===== config.mk =====
export PLATFORM = sky130hd
export DESIGN_NAME = mux_arb_m_n
export DESIGN_NICKNAME = d
export VERILOG_FILES = /design/src/rtl/mux_arb_defs_pkg.sv /design/src/rtl/rr_pick.sv /design/src/rtl/mux_arb_m_n.sv
export SDC_FILE = /design/constraint.sdc
export NUM_CORES = 1
export LEC_CHECK = 0
export ABC_AREA = 1
export CORE_ASPECT_RATIO = 2
export CORE_MARGIN = 2
export CORE_UTILIZATION = 41
export CTS_CLUSTER_SIZE = 16
export DETAILED_ROUTE_END_ITERATION = 10
export GPL_TIMING_DRIVEN = 0
export PLACE_DENSITY_LB_ADDON = 0.05
export SYNTH_ARGS = -nofsm -noshare
export SYNTH_HDL_FRONTEND = slang
export SYNTH_SLANG_ARGS = --single-unit

===== constraint.sdc =====
create_clock -name clk -period 2.07 [get_ports clk]
set_input_delay 0.207 -clock clk [delete_from_list [all_inputs] [get_ports clk]]
set_output_delay 0.207 -clock clk [all_outputs]
set_load 0.005 [all_outputs]

===== src/rtl/mux_arb_defs_pkg.sv =====
// mux_arb_defs: arbitration mode codes and select-width helper shared by the arbiters
package mux_arb_defs;
  localparam int ARB_FIXED = 0;
  localparam int ARB_RR = 1;
  function automatic int selw(input int m);
    return (m > 1) ? $clog2(m) : 1;
  endfunction
endpackage


===== src/rtl/rr_pick.sv =====
// rr_pick: combinational picker, first requester at or after start (rr_en) or from index 0
module rr_pick
  import mux_arb_defs::*;
#(
  parameter int M = 4,
  localparam int SELW = selw(M)
) (
  input  logic [M-1:0]    req,
  input  logic [SELW-1:0] start,
  input  logic            rr_en,
  output logic [SELW-1:0] gnt_idx,
  output logic            any
);
  logic [SELW-1:0] base;
  function automatic logic [SELW-1:0] wrap(input logic [SELW-1:0] b, input int i);
    int s;
    s = int'(b) + i;
    return SELW'(s >= M ? s - M : s);
  endfunction
  assign base = rr_en ? start : '0;
  assign any = |req;
  // Scan from the farthest offset down so the nearest requester overwrites the rest.
  always_comb begin
    gnt_idx = '0;
    for (int i = M - 1; i >= 0; i--) gnt_idx = req[wrap(base, i)] ? wrap(base, i) : gnt_idx;
  end
endmodule


===== src/rtl/mux_arb_m_n.sv =====
// mux_arb_m_n: registered M-channel N-bit mux with per-channel valid/ready and built-in arbitration
module mux_arb_m_n
  import mux_arb_defs::*;
#(
  parameter int N = 8,
  parameter int M = 4,
  parameter int RR = ARB_RR,
  localparam int SELW = selw(M)
) (
  input  logic            clk,
  input  logic            rst_n,
  input  logic [M*N-1:0]  in_data,
  input  logic [M-1:0]    in_valid,
  output logic [M-1:0]    in_ready,
  output logic [N-1:0]    out_data,
  output logic            out_valid,
  input  logic            out_ready,
  output logic [SELW-1:0] out_sel
);
  logic [SELW-1:0] ptr;
  logic [SELW-1:0] gnt;
  logic            any;
  logic            load;
  rr_pick #(.M(M)) u_pick (
    .req(in_valid),
    .start(ptr),
    .rr_en(RR != ARB_FIXED),
    .gnt_idx(gnt),
    .any(any)
  );
  assign load = !out_valid || out_ready;
  assign in_ready = (rst_n && load && any) ? M'(1) << gnt : '0;
  always_ff @(posedge clk or negedge rst_n) begin
    if (!rst_n) begin
      out_valid <= 1'b0;
      out_data  <= '0;
      out_sel   <= '0;
      ptr       <= '0;
    end else if (load) begin
      out_valid <= any;
      if (any) begin
        out_data <= in_data[gnt*N +: N];
        out_sel  <= gnt;
        if (RR != ARB_FIXED) ptr <= (gnt == SELW'(M - 1)) ? '0 : gnt + SELW'(1);
      end
    end
  end
endmodule


==> impl_metrics.py, run 1 <==
# Synthesis and PnR figures
metrics = {
    "floorplanning": {
        "die_h_um": 79.2,
        "io_pins": 54,
        "tap_cells": 29,
        "core_area_um2": 2740,
    },
    "route": {
        "avgViaCountPerCell": 4.93,
        "drcViolationCount": 0,
        "drt_iter0_markers": 16,
        "vias": 1429,
    },
    "finish": {
        "logic_gates": 129,
        "fillers": 250,
        "stdcell_count": 290,
        "clk_share": 0.0226,
        "seq_area_frac": 0.164,
        "fin_area_um2": 2000,
        "comb_share": 0.379,
        "diodes": 0,
        "seq_area_um2": 327,
        "area_delta_synth_final_pct": 72.2,
        "bufAreaShareNonClock": 0.328,
        "nets": 302,
    },
    "critical_path": {
        "worstPathRequired_ns": 1.86,
        "path_buffers": 4,
        "path_depth": 11,
        "end_kind": "output pin",
        "cpPeakStageDelay_ns": 0.40,
        "endpoint": "in_ready[1]",
        "path_delay_family": "simple AND/OR/NAND/NOR gates",
    },
    "sta": {
        "layout_setup_ws_ns": -0.0423,
        "hold_viol": 0,
        "tightestPinTransition_ns": 0.609,
        "whs_ns": 0.347,
        "drv_slew": 0,
        "relSlewSlack": 0.593,
        "finalCriticalPeriod_ns": 2.11,
        "final-setup-viol-count": 1,
        "fmax_mhz": 473,
        "clock_skew_ns": 0.00590,
    },
    "power": {
        "peakVddDrop_v": 0.000950,
        "leakagePower_nw": 1.07,
    },
    "clock_tree": {
        "cts_root_buf": "clkbuf_8",
        "cts_tree": "yes",
        "clock_sinks": 13,
        "htreeDepth": 1,
        "postCtsHoldBufs": 0,
        "cts_setup_buffers": 6,
        "cts_made_buffers": 3,
    },
    "synth": {
        "mux_area_frac": 0,
        "edf_count": 0,
        "xor_share": 0.00756,
        "yosys_cells": 195,
        "syn_nets": 235,
        "synthDominantCellAreaShare": 0.281,
        "area_leaders": "dfrtp_1, nand2_1, nand3_1",
        "yosysTopAreaCell": "dfrtp_1",
        "top_logic_kind": "simple AND/OR/NAND/NOR gates",
        "async_reset_ff_frac": 1.00,
        "synth.distinct_cells": 22,
        "ys_seq_frac": 0.281,
        "compound_area_frac": 0.0367,
    },
    "grt": {
        "grt_overflow_total": 0,
        "grt_pass1_vias": 1386,
        "grt_util_all_layers": 0.226,
        "grt_max_degree": 15,
        "grt_pass1_wl_mm": 5.77,
    },
    "run": {
        "cap_violations": 0,
    },
    "min_path": {
        "hold_class": "in2async",
    },
    "run_status": {
        "status": "complete, but fails checks",
        "failed_checks": "negative setup slack",
    },
    "placed_design": {
        "place_area_um2": 1730,
    },
}
-- run 1: state kept, by name, summed over array words and instances (netlist names) --
name / flops
out_data: 8
out_sel: 2
out_valid: 1
ptr: 2
-- run 1: report_power, final --
group / switching (mW) / internal, mW
clock: 0.0905 / 0.136
combinational: 1.42 / 1.25
sequential: 0.106 / 0.379
-- run 1: logic make-up (layout without fill, tap and decap cells) --
kind of cell,count (synthesis),in the layout
simple gates,119,119
buf+inv,53,119
flops,13,13
compound gates,8,8
fa+ha+maj,1,1
xor+xnor,1,1
-- run 1: metal layers --
layer	vias to the layer above	wire (um)	global-route usage
met3	12	138	0.0364
li1	721	-	-
met4	0	150	0.113
met2	52	2100	0.444
met5	-	0	0
met1	644	1160	0.213
Figure 1. Placed cells, one colour a class (run 1).
Scale bar: 10 um. Fill, decap, tap and diode cells in grey.
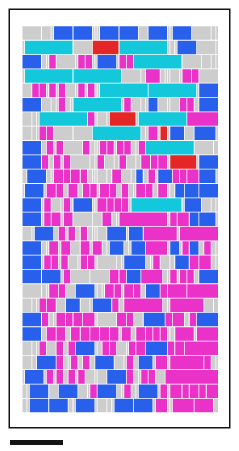
colour	class	cells	share of their area
cyan	flops	13	17%
blue	other buffers and delay cells	71	33%
magenta	combinational and other logic	173	48%
red	clock drivers and dummy loads	4	2.3%

Figure 2. Gate families picked out (run 1).
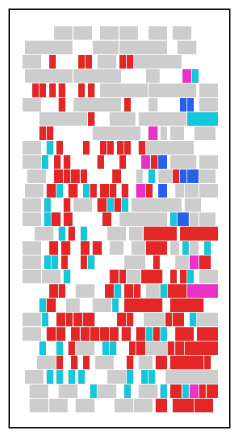
colour	family	cells	most used
cyan	inverters	44	inv_1
magenta	inverting AOI/OAI gates	7	o21ai_0
blue	NOR gates	7	nor2_1
red	NAND gates	112	nand2_1

Figure 3. The clock network (run 1).
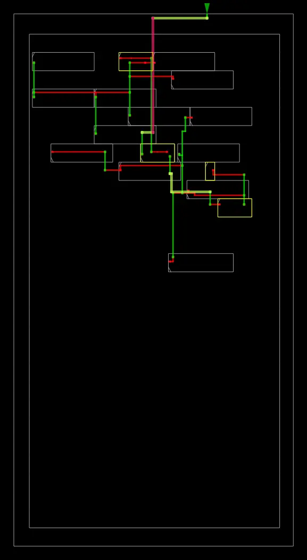
flop count: 13
Late-Pin Clk Latency: 0.24 ns
Clock Power: 0.226 mW

Figure 4. Metal 2 (run 1).
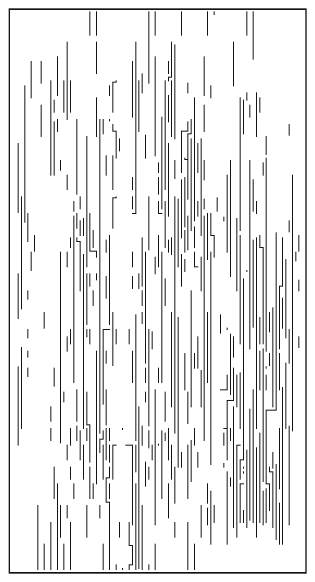
main direction	vertical
share of all routed wire	59%
wire length on this layer	2100 um
nets with wire on the layer	248

==> run 2, diff against run 1 <==
--- a/config.mk
+++ b/config.mk
@@ -8,10 +8,11 @@
 export ABC_AREA = 1
 export CORE_ASPECT_RATIO = 2
 export CORE_MARGIN = 2
-export CORE_UTILIZATION = 41
+export CORE_UTILIZATION = 30
 export CTS_CLUSTER_SIZE = 16
 export DETAILED_ROUTE_END_ITERATION = 10
 export GPL_TIMING_DRIVEN = 0
+export MAX_ROUTING_LAYER = met4
 export PLACE_DENSITY_LB_ADDON = 0.05
 export SYNTH_ARGS = -nofsm -noshare
 export SYNTH_HDL_FRONTEND = slang
Figure 5. Sizing map (run 2).
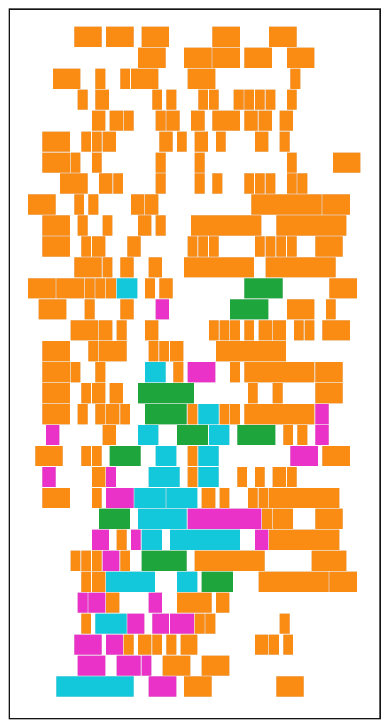
colour	size	cells	share
green	_6 and larger	10	3.8%
magenta	_2 cells	26	9.9%
orange	_0 and _1 cells	208	79%
cyan	_3 and _4 cells	18	6.9%

==> run 2 against run 1 <==
The run ends with negative hold slack left. Critical path depth grew 2. Via count shrank 2.9%. Synthesized cell count is the same. Power shrank 2.0%. Clock skew shrank 0.0054 ns. Final area grew 0.38%. Area after synthesis is the same.
==> impl_metrics.py, run 2 <==
# Synthesis and PnR figures
metrics = {
    "run_status": {
        "status": "complete, but fails checks",
        "failed_checks": "negative hold slack",
    },
    "synth": {
        "mux_area_frac": 0,
        "edf_count": 0,
        "async_reset_ff_frac": 1.00,
        "top_logic_kind": "simple AND/OR/NAND/NOR gates",
        "compound_area_frac": 0.0367,
    },
    "route": {
        "drt_iter0_markers": 28,
        "topRoutingLayerUsed": "met4",
        "avgViaCountPerCell": 4.43,
        "dr_wl_met3_um": 168,
    },
    "finish": {
        "top_regs": "out_data: 8 flops, out_sel: 2 flops, ptr: 2 flops",
        "largest_register_ffs": 8,
        "fin_area_um2": 2000,
    },
    "power": {
        "power_clock_mw": 0.219,
        "clockPowerShare": 0.066,
        "seqPwrFrac": 0.143,
        "p_int_mw": 1.78,
    },
    "sta": {
        "whs_ns": -0.0404,
        "hold_viol": 13,
        "drv_slew": 0,
        "final-setup-viol-count": 0,
        "clock_skew_ns": 0.000499,
        "fmax_mhz": 500,
        "layout_setup_ws_ns": 0.0706,
    },
    "grt": {
        "grt_pass1_wl_mm": 5.20,
        "grt_max_degree": 15,
        "grt.busiest_layer": "met2",
        "use_met2": 0.238,
        "grt_overflow_total": 0,
        "grt_pass1_vias": 1178,
    },
    "clock_tree": {
        "htreeDepth": 1,
        "insertion_delay_ns": 0.24,
        "cts_setup_buffers": 6,
        "cts_made_buffers": 3,
    },
    "critical_path": {
        "end_kind": "output pin",
    },
}
Figure 6. Metal 2 (run 2).
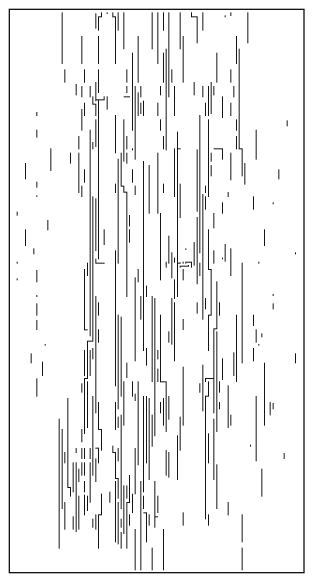
longest straight run	33.7 um
wire length on this layer	1570 um
main direction	vertical

## run 2: path summary, 6_finish.rpt
check,from,end,slack (ns),depth (start not counted)
setup / recovery,ptr[0]$_DFFE_PN0P_,in_ready[2],0.07,13
hold / removal,rst_n,out_valid$_DFFE_PN0N_,-0.04,1
setup reg to reg,ptr[0]$_DFFE_PN0P_,out_data[4]$_DFFE_PN0P_,0.14,17
hold reg to reg,out_data[2]$_DFFE_PN0P_,out_data[2]$_DFFE_PN0P_,0.48,2
max in group asynchronous,rst_n,ptr[1]$_DFFE_PN0P_,1.69,1
min in group clk,in_valid[3],out_valid$_DFFE_PN0N_,0.31,3
## run 2: layout make-up
type	instances	area, um2
buffer	8	70.1
clock buffer	4	45.0
fill	438	1760
inverter	44	178
multi-input combinational	129	721
sequential	13	327
tap	51	63.8
timing repair buffer	64	599
==> run 3, diff against run 2 <==
--- a/config.mk
+++ b/config.mk
@@ -6,6 +6,7 @@
 export NUM_CORES = 1
 export LEC_CHECK = 0
 export ABC_AREA = 1
+export ABC_CLOCK_PERIOD_IN_PS = 2070
 export CORE_ASPECT_RATIO = 2
 export CORE_MARGIN = 2
 export CORE_UTILIZATION = 30
@@ -14,6 +15,7 @@
 export GPL_TIMING_DRIVEN = 0
 export MAX_ROUTING_LAYER = met4
 export PLACE_DENSITY_LB_ADDON = 0.05
+export SETUP_SLACK_MARGIN = 0.1
 export SYNTH_ARGS = -nofsm -noshare
 export SYNTH_HDL_FRONTEND = slang
 export SYNTH_SLANG_ARGS = --single-unit
Figure 7. Metal 2 (run 3).
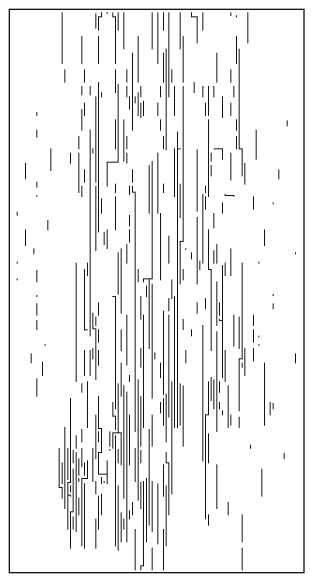
nets with wire on the layer	225
longest straight run	48.3 um
main direction	vertical
wire length on this layer	1680 um
share of all routed wire	50%

==> run 3 against run 2 <==
The flow finishes with violations (negative hold slack, negative setup slack). Count of clock-buffer cells in the layout unchanged. Sequential cell count is the same. Power grew 4.1%. Die size unchanged. Clock skew is 0.0018 ns higher. Worst setup slack worse by 0.085 ns. Sequential power is essentially flat. Sequential share of layout area is 0.38 points lower. Critical endpoint is now in_ready[1]. Largest cell class unchanged.
==> impl_metrics.py, run 3 <==
# Synthesis and PnR figures
metrics = {
    "power": {
        "seqPwrFrac": 0.138,
        "comb_power_share": 0.799,
        "power_leader": "combinational logic",
        "net-switching-power_mw": 1.59,
        "sw_frac_of_total": 0.460,
        "seq-power_mw": 0.477,
        "clockPowerShare": 0.063,
    },
    "critical_path": {
        "path_buffers": 4,
        "cpPeakStageDelay_ns": 0.49,
        "r2r_slack_ns": 0.20,
        "path_depth": 12,
        "cp-startpoint": "ptr[1]$_DFFE_PN0P_",
        "r2r_cells": 14,
        "endpoint": "in_ready[1]",
    },
    "synth": {
        "yosysTopAreaCell": "dfrtp_1",
    },
    "sta": {
        "whs_ns": -0.0323,
        "final-setup-viol-count": 1,
        "layout_setup_ws_ns": -0.0140,
        "relSlewSlack": 0.592,
        "hold_viol": 13,
        "drv_slew": 0,
    },
    "route": {
        "avgViaCountPerCell": 4.40,
        "dr_wl_met3_um": 162,
        "vias": 1391,
        "met1_length_mm": 1.50,
    },
    "finish": {
        "fillers": 425,
        "clk_share": 0.0220,
        "flops": 13,
        "nClkBuffers": 4,
        "logic_area_um2": 741,
        "area_delta_synth_final_pct": 77.0,
        "logic_gates": 129,
        "nets": 306,
    },
    "floorplanning": {
        "io_pins": 54,
        "core_area_um2": 3760,
    },
    "grt": {
        "gr-usage-met3": 0.00787,
        "use_met2": 0.250,
        "grt_pass1_wl_mm": 5.24,
    },
    "run_status": {
        "failed_checks": "negative hold slack, negative setup slack",
        "status": "complete, but fails checks",
    },
    "clock_tree": {
        "insertion_delay_ns": 0.24,
        "cts_root_buf": "clkbuf_8",
    },
    "min_path": {
        "hold_class": "in2async",
    },
}
Figure 8. Placed cells, one colour a class (run 3).
Scale bar: 10 um. Fill, decap, tap and diode cells in grey.
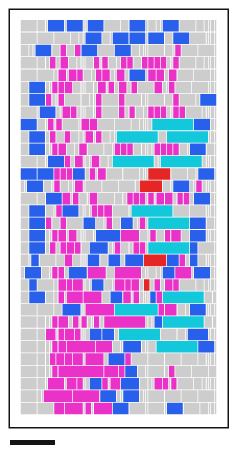
colour	class	cells	share of their area
red	clock drivers and dummy loads	4	2.3%
cyan	flops	13	16%
magenta	combinational and other logic	173	46%
blue	other buffers and delay cells	75	35%
Final Cell Area: 2050 um2
num rows: 32
Seq/total area: 0.159

==> run 3: netlist changes by cell type in the layout (fill, tap and decap cells not counted), moves of 2 or more <==
| cell | previous run | this run |
|---|---|---|
| nand2_1 | 61 | 59 |
| buf_4 | 10 | 13 |
| nand2_2 | 6 | 8 |
| buf_6 | 4 | 6 |
==> run 3: timing repair <==
item,4_1_cts,5_1_grt
setup buffers,10,3
gates cloned,1,0
setup endpoints to repair,4,11
resized,48,15
pin swaps,12,2
==> run 3: cells by family after synthesis <==
family,count (synthesis),share of synthesized area
AND-OR/OR-AND,8,0.0367
AND/OR/NAND/NOR,119,0.463
flip-flops,13,0.281
adder cells (fa/ha/maj),1,0.0108
buffers and inverters,53,0.201
XOR/XNOR,1,0.00756
No activity file was given, so power comes from the tool's default toggle rates.
